$ cat src/rtl/encoder_pkg.sv
// encoder_pkg: shared types and constants for the 7-segment glyph encoder.
//   seg7_t     : segment vector, bit0=a .. bit6=g
//   SEG_*      : glyphs in active-high form (1 = lit)
//   CODE_*     : input codes for the status glyphs
//   glyph()    : total decode of a 4-bit code to an active-high glyph
package encoder_pkg;

  typedef logic [6:0] seg7_t;

  //                              gfedcba
  localparam seg7_t SEG_0     = 7'b0111111;
  localparam seg7_t SEG_1     = 7'b0000110;
  localparam seg7_t SEG_2     = 7'b1011011;
  localparam seg7_t SEG_3     = 7'b1001111;
  localparam seg7_t SEG_4     = 7'b1100110;
  localparam seg7_t SEG_5     = 7'b1101101;
  localparam seg7_t SEG_6     = 7'b1111101;
  localparam seg7_t SEG_7     = 7'b0000111;
  localparam seg7_t SEG_8     = 7'b1111111;
  localparam seg7_t SEG_9     = 7'b1101111;
  localparam seg7_t SEG_F     = 7'b1110001;
  localparam seg7_t SEG_U     = 7'b0111110;
  localparam seg7_t SEG_L     = 7'b0111000;
  localparam seg7_t SEG_DASH  = 7'b1000000;
  localparam seg7_t SEG_BLANK = 7'b0000000;

  localparam logic [3:0] CODE_F     = 4'hA;
  localparam logic [3:0] CODE_U     = 4'hB;
  localparam logic [3:0] CODE_L     = 4'hC;
  localparam logic [3:0] CODE_DASH  = 4'hD;
  localparam logic [3:0] CODE_BLANK = 4'hE;

  // Codes E and F both land on the default arm: blank.
  function automatic seg7_t glyph(input logic [3:0] code);
    case (code)
      4'h0:      return SEG_0;
      4'h1:      return SEG_1;
      4'h2:      return SEG_2;
      4'h3:      return SEG_3;
      4'h4:      return SEG_4;
      4'h5:      return SEG_5;
      4'h6:      return SEG_6;
      4'h7:      return SEG_7;
      4'h8:      return SEG_8;
      4'h9:      return SEG_9;
      CODE_F:    return SEG_F;
      CODE_U:    return SEG_U;
      CODE_L:    return SEG_L;
      CODE_DASH: return SEG_DASH;
      default:   return SEG_BLANK;
    endcase
  endfunction

endpackage

$ cat src/rtl/encoder_if.sv
// encoder_if: display-side bundle for one digit.
//   dataIn  : 4-bit code to display
//   blank   : force all segments dark
//   blink   : blink request (only with ENCODER_BLINK_EN)
//   disCode : 7-bit segment drive, bit0=a .. bit6=g
// Modports: master drives codes and reads segments; slave is the encoder.
interface encoder_if;
  import encoder_pkg::*;

  logic [3:0] dataIn;
  logic       blank;
`ifdef ENCODER_BLINK_EN
  logic       blink;
`endif
  seg7_t      disCode;

`ifdef ENCODER_BLINK_EN
  modport master (output dataIn, blank, blink, input disCode);
  modport slave  (input dataIn, blank, blink, output disCode);
`else
  modport master (output dataIn, blank, input disCode);
  modport slave  (input dataIn, blank, output disCode);
`endif

endinterface

$ cat src/rtl/encoder_blink_timer.sv
// blink_timer: free-running divider plus phase flop for the digit blink.
//   clk, rst_n : clock, async active-low reset (clears counter and phase)
//   o_phase    : 0 = visible half, 1 = dark half; toggles every DIV cycles
module blink_timer #(
  parameter int DIV = 25_000_000
) (
  input  logic clk,
  input  logic rst_n,
  output logic o_phase
);

  localparam int CW = (DIV > 1) ? $clog2(DIV) : 1;

  logic [CW-1:0] r_cnt;
  logic          r_phase;

  always_ff @(posedge clk or negedge rst_n) begin
    if (!rst_n) begin
      r_cnt   <= '0;
      r_phase <= 1'b0;
    end else if (r_cnt == CW'(DIV - 1)) begin
      r_cnt   <= '0;
      r_phase <= ~r_phase;
    end else begin
      r_cnt   <= r_cnt + 1'b1;
    end
  end

  assign o_phase = r_phase;

endmodule

$ cat src/rtl/encoder.sv
// encoder: registered 4-bit code to 7-segment glyph, one HEX digit.
//   clk, rst_n : clock, async active-low reset (output dark at once)
//   bus        : encoder_if.slave (dataIn, blank, [blink], disCode)
// Parameters:
//   ACTIVE_LOW : 1 -> lit segment driven 0
//   BLINK_DIV  : blink half-period in clk cycles
// Optional feature macro: ENCODER_BLINK_EN adds blink input and timer.
// Precedence: blank, then blink-dark, then glyph. Latency 1 clk.
module encoder
  import encoder_pkg::*;
#(
  parameter int ACTIVE_LOW = 1,
  parameter int BLINK_DIV  = 25_000_000
) (
  input  logic      clk,
  input  logic      rst_n,
  encoder_if.slave  bus
);

  // All-dark level at the pins, used as the reset value.
  localparam seg7_t DARK = (ACTIVE_LOW != 0) ? ~SEG_BLANK : SEG_BLANK;

  if (BLINK_DIV < 2) begin : g_div_chk
    $error("encoder: BLINK_DIV must be >= 2");
  end

  logic  w_dark;
  seg7_t w_seg;
  seg7_t r_dis;

`ifdef ENCODER_BLINK_EN
  logic w_phase;

  blink_timer #(.DIV(BLINK_DIV)) u_blink (
    .clk     (clk),
    .rst_n   (rst_n),
    .o_phase (w_phase)
  );

  assign w_dark = bus.blank | (bus.blink & w_phase);
`else
  assign w_dark = bus.blank;
`endif

  assign w_seg = w_dark ? SEG_BLANK : glyph(bus.dataIn);

  // Polarity is applied once, right at the register input.
  always_ff @(posedge clk or negedge rst_n) begin
    if (!rst_n) r_dis <= DARK;
    else        r_dis <= (ACTIVE_LOW != 0) ? ~w_seg : w_seg;
  end

  assign bus.disCode = r_dis;

endmodule

$ cat src/flat_wrapper.sv
// flat-port wrapper written by rule: the top's interface ports become plain ports
module encoder_flat import encoder_pkg::*;
#(
  parameter int ACTIVE_LOW = 1,
  parameter int BLINK_DIV  = 25_000_000
)
  (clk, rst_n, bus_dataIn, bus_blank, bus_disCode);
  encoder_if bus_i ();
  input  logic clk;
  input  logic rst_n;
  input wire logic [$bits(bus_i.dataIn)-1:0] bus_dataIn;
  input wire logic [$bits(bus_i.blank)-1:0] bus_blank;
  output wire logic [$bits(bus_i.disCode)-1:0] bus_disCode;
  assign bus_i.dataIn = bus_dataIn;
  assign bus_i.blank = bus_blank;
  assign bus_disCode = bus_i.disCode;
  encoder #(.ACTIVE_LOW(ACTIVE_LOW), .BLINK_DIV(BLINK_DIV)) u_core (.clk(clk), .rst_n(rst_n), .bus(bus_i));
endmodule
$ cat config.mk
export PLATFORM = sky130hd
export DESIGN_NAME = encoder_flat
export DESIGN_NICKNAME = d
export VERILOG_FILES = /design/src/rtl/encoder_pkg.sv /design/src/rtl/encoder_if.sv /design/src/rtl/encoder_blink_timer.sv /design/src/rtl/encoder.sv /design/src/flat_wrapper.sv
export SDC_FILE = /design/constraint.sdc
export NUM_CORES = 1
export LEC_CHECK = 0
export ABC_AREA = 1
export CORE_AREA = 10 10 47 49
export CTS_BUF_LIST = sky130_fd_sc_hd__clkbuf_16
export DETAILED_ROUTE_END_ITERATION = 10
export DIE_AREA = 0 0 57 59
export PLACE_DENSITY_LB_ADDON = 0.15
export SLEW_MARGIN = 20
export SYNTH_ARGS = -nofsm -noshare
export SYNTH_HDL_FRONTEND = slang
export SYNTH_SLANG_ARGS = --single-unit
$ cat constraint.sdc
create_clock -name clk -period 1.77 [get_ports clk]
set_clock_uncertainty 0.15 [all_clocks]
set_input_delay 0.177 -clock clk [delete_from_list [all_inputs] [get_ports clk]]
set_output_delay 0.177 -clock clk [all_outputs]
set_load 0.02 [all_outputs]
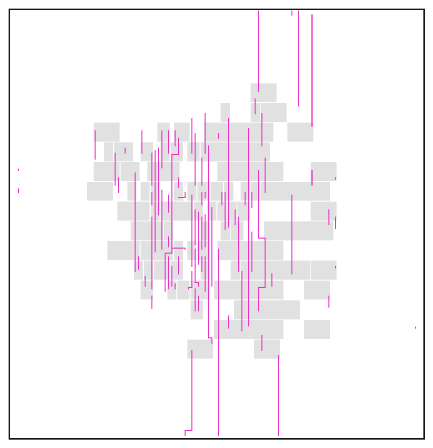
Fig. 1. M2 wires.
wire length on this layer	468 um
main direction	vertical

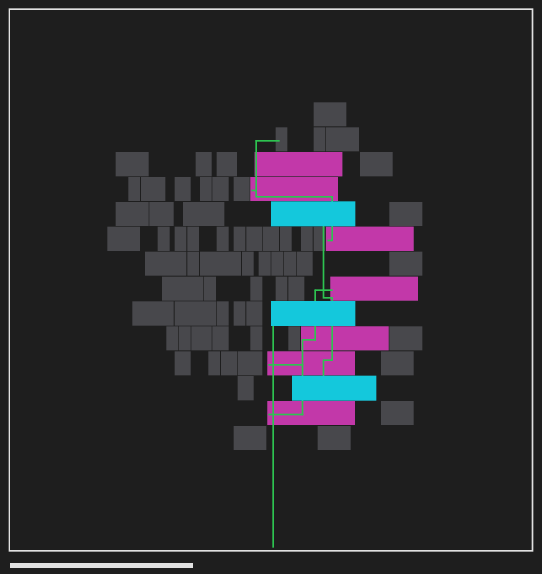
Fig. 2. Clock network drawn from the DEF.
Bar = 20 um.
[clock-net drivers] cyan | count: 3
[flip-flops] magenta | count: 7
[clock wires] green | length: 108 um
routed clock nets	4

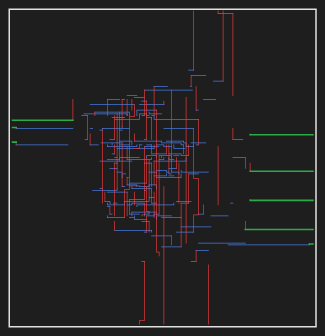
Fig. 3. Routed metal, one colour a layer.
layer	colour	wire length
M2	red	468 um
M1	blue	389 um
M3	green	61.2 um

==> highlights.md <==
Placed design
- 765 um — half-perimeter wire length after placement
- 13 — number of port buffers
- 0.849 — gpl congestion
- 86 — instance count after placement with tap cells included

Timing
- 1650 ps — post-layout min period
- 0.776 — worst slew slack as a fraction of its limit
- 0.933 — fraction of the cycle the final worst path needs
- 0 — final count of pins violating max slew
- 606 MHz — Highest Clock Rate
- 0 ps — post-route setup TNS
- 0 — final-report setup violation count
- 335 ps — pin slew with the least headroom to its limit
- no — setup repair after global routing missed its margin
- 0 — final hold violation count

Drt
- 0 — count of antenna-violating nets left after detailed routing
- met3 — uppermost metal layer occupied by signal nets
- 61 um — total met3 wirelength after detailed routing
- 8 — violation count after the first detailed-route iteration
- 389 um — Met1 Routed Length
- 0 — drt drc
- 4.46 — routed via count divided by cell count
- 467 um — Met2 Routed Length
- 10.2 um — Routed WL per cell
- 4 — First-pass DRT Iterations
- 918 um — post-detailed-routing wire length
- 401 — via count

Worst setup path
- bus_disCode[6] — capture point of the critical path
- 1 — critical path depth
- u_core.bus.disCode[6] — first element of the critical path
- 1 — biggest fanout along the worst timing path
- sky130_fd_sc_hd__clkdlybuf4s50_1 — Max stage delay cell, worst path
- flip-flop — type of origin of the critical path
- 1 — Crit path buffers/inverters
- 1440 ps — WP data required
- 590 ps — Max stage delay on crit path
- 1320 ps — data arrival at the endpoint of the critical path
- primary output — Critical Path End Type
- buffers and inverters — cell type group with the largest total delay on the critical path
- clkdlybuf4s50_1 — chain of cells forming the critical path
- reg -> out — Critical Setup Path Class

CTS
- 30 ps — clock transition time at the flip-flop clock pins of the worst setup and hold paths
- 1 — depth of the CTS H-tree
- done — TritonCTS clock tree
- 0 — # resized after CTS
- 0 — # hold bufs at CTS
- 7 — CTS sink cnt
- 2 — Clock Tree Buf Depth
- sky130_fd_sc_hd__clkbuf_16 — CTS root buffer
- 3 — number of buffers created by CTS
- 0 — count of buffers added by post-CTS timing repair for setup

Global routing
- 428 — number of global-route vias before repair
- 0.0568 — met1 Track Usage GR
- 0.0322 — met3 Usage GRT
- met2 — GRT busiest layer
- 0.0630 — total global routing track utilization
- 11 — pin count of the biggest net entering global routing
- 0 — remaining global-route overflow
- 1660 um — first-pass GRT wire length
- 0 — initial antenna violation count

Layout
- 0 — antenna cell count
- 90 — final cell count without fillers
- 7 — flip-flop count of the largest register after layout
- sky130_fd_sc_hd__nand2_1 — most frequent logic cell in the layout
- 51.4% — Synth-to-Final Area Change
- 88 — final layout net count
- 0.189 — fraction of final layout cells sized beyond drive strength 1
- 17 x sky130_fd_sc_hd__nand2_1, 13 x sky130_fd_sc_hd__clkdlybuf4s50_1, 11 x sky130_fd_sc_hd__nand3_1, 8 x sky130_fd_sc_hd__inv_1, 7 x sky130_fd_sc_hd__dfstp_2 — most frequent logic cells in the routed design
- 145 — Filler Cell Count

Synthesis
- sky130_fd_sc_hd__dfstp_2 41%, sky130_fd_sc_hd__ha_1 17%, sky130_fd_sc_hd__nand2_1 14% — Largest cells by area
- 8.09 sq um — mean cell area of the mapped netlist
- 13 — Yosys cell types
- 453 sq um — cell area after synthesis
- 0.166 — Adder-Cell Fraction of Synth Area
- 0.406 — Max-area cell share
- 0 — mux cell area share after synthesis
- 56 — yosys cell count
- 453 sq um — area of the synthesized netlist per yosys stat
- simple AND/OR/NAND/NOR gates — dominant non-sequential cell family after synthesis
- sky130_fd_sc_hd__dfstp_2 — most area-hungry cell type in the Yosys netlist
- 69 — Net Count, Synth
- 0.406 — Seq share, synth
- 7 — Seq cells post-synth
- 0 — yosys synthesis warning count
- 0 — XOR/XNOR Area Share
- 56 — number of instances in the synthesized netlist
- 0.0387 — fraction of the mapped netlist area in compound gates
- 0.298 — share of synthesized cell area in and, or, nand and nor gates

Floorplanning
- 14 — Top Ports
- 14 — total number of placement rows
- 57 um — Die X-Extent
- 0.323 — initial core utilization
- 1400 sq um — Core Box Area
- 3360 sq um — floorplan die area
- 59 um — die extent in y

Pwr
- 0.330 nW — leakage power summed over all cells
- 975 nW/um^2 — power density normalized to cell area
- 0.344 mV — Max VDD drop

Job
- 0 — # Max-Cap Violations
- 31 — number of warnings in the stage logs

Hold path
- in -> async — hold crit path type

Outcome
- finished, final reports clean — status

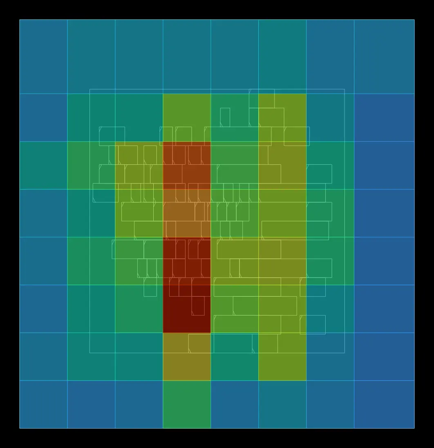
Fig. 4. Congestion heat map.
GRT met2 Usage: 0.0977
final core occ: 0.489

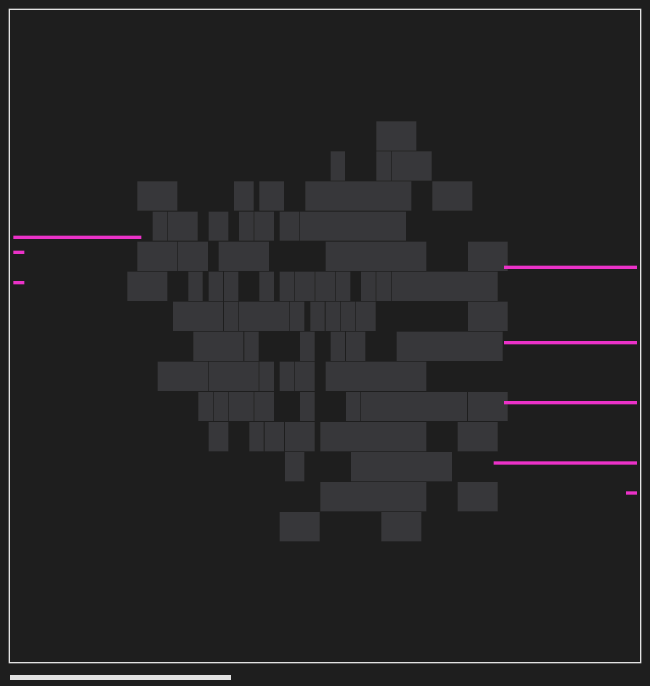
Fig. 5. Met3 routing.
Bar = 20 um.
nets with wire on the layer	8
main direction	horizontal
wire length on this layer	61.2 um

[through the flow]
step	worst slack, ps	instance area (sq um)	power (mW)	hold slack (ps)
floorplan	798	453	0.247	-121
global placement	246	607	0.302	570
detailed placement	235	607	0.301	568
CTS	105	686	0.676	328
global route	71.8	686	0.705	368
finish	119	686	0.668	308
[power breakdown]
| group | switching [mW] | internal, mW |
|---|---|---|
| clock network | 0.0776 | 0.293 |
| logic | 0.0610 | 0.0519 |
| registers | 0.00265 | 0.182 |
[synthesized netlist by cell type]
| cell | number |
|---|---|
| sky130_fd_sc_hd__inv_2 | 1 |
| sky130_fd_sc_hd__nand4_1 | 1 |
| sky130_fd_sc_hd__nand2_2 | 1 |
| sky130_fd_sc_hd__dfstp_2 | 7 |
| sky130_fd_sc_hd__buf_6 | 1 |
| sky130_fd_sc_hd__nand2_1 | 17 |
| sky130_fd_sc_hd__o21ai_0 | 1 |
| sky130_fd_sc_hd__o211ai_1 | 1 |
| sky130_fd_sc_hd__inv_1 | 7 |
| sky130_fd_sc_hd__nand3_1 | 11 |
| sky130_fd_sc_hd__ha_1 | 6 |
| sky130_fd_sc_hd__nor2_1 | 1 |
| sky130_fd_sc_hd__a21oi_1 | 1 |
[final cells by class]
class / count / area, sq um / share of cell area
clock buffer: 3 / 75.1 / 0.109
clock inverter: 1 / 3.75 / 0.00547
inverter: 8 / 30.0 / 0.0438
multi-input combinational: 40 / 228 / 0.332
sequential: 7 / 184 / 0.268
tap: 16 / 20.0 / 0.0292
timing repair buffer: 15 / 145 / 0.212
[cells by family after synthesis]
| family | after synthesis |
|---|---|
| DFF | 7 |
| adders and majority gates | 6 |
| AOI/OAI and AO/OA | 3 |
| buffers and inverters | 9 |
| and+or+nand+nor | 31 |
No activity file was given, so power comes from the tool's default toggle rates.
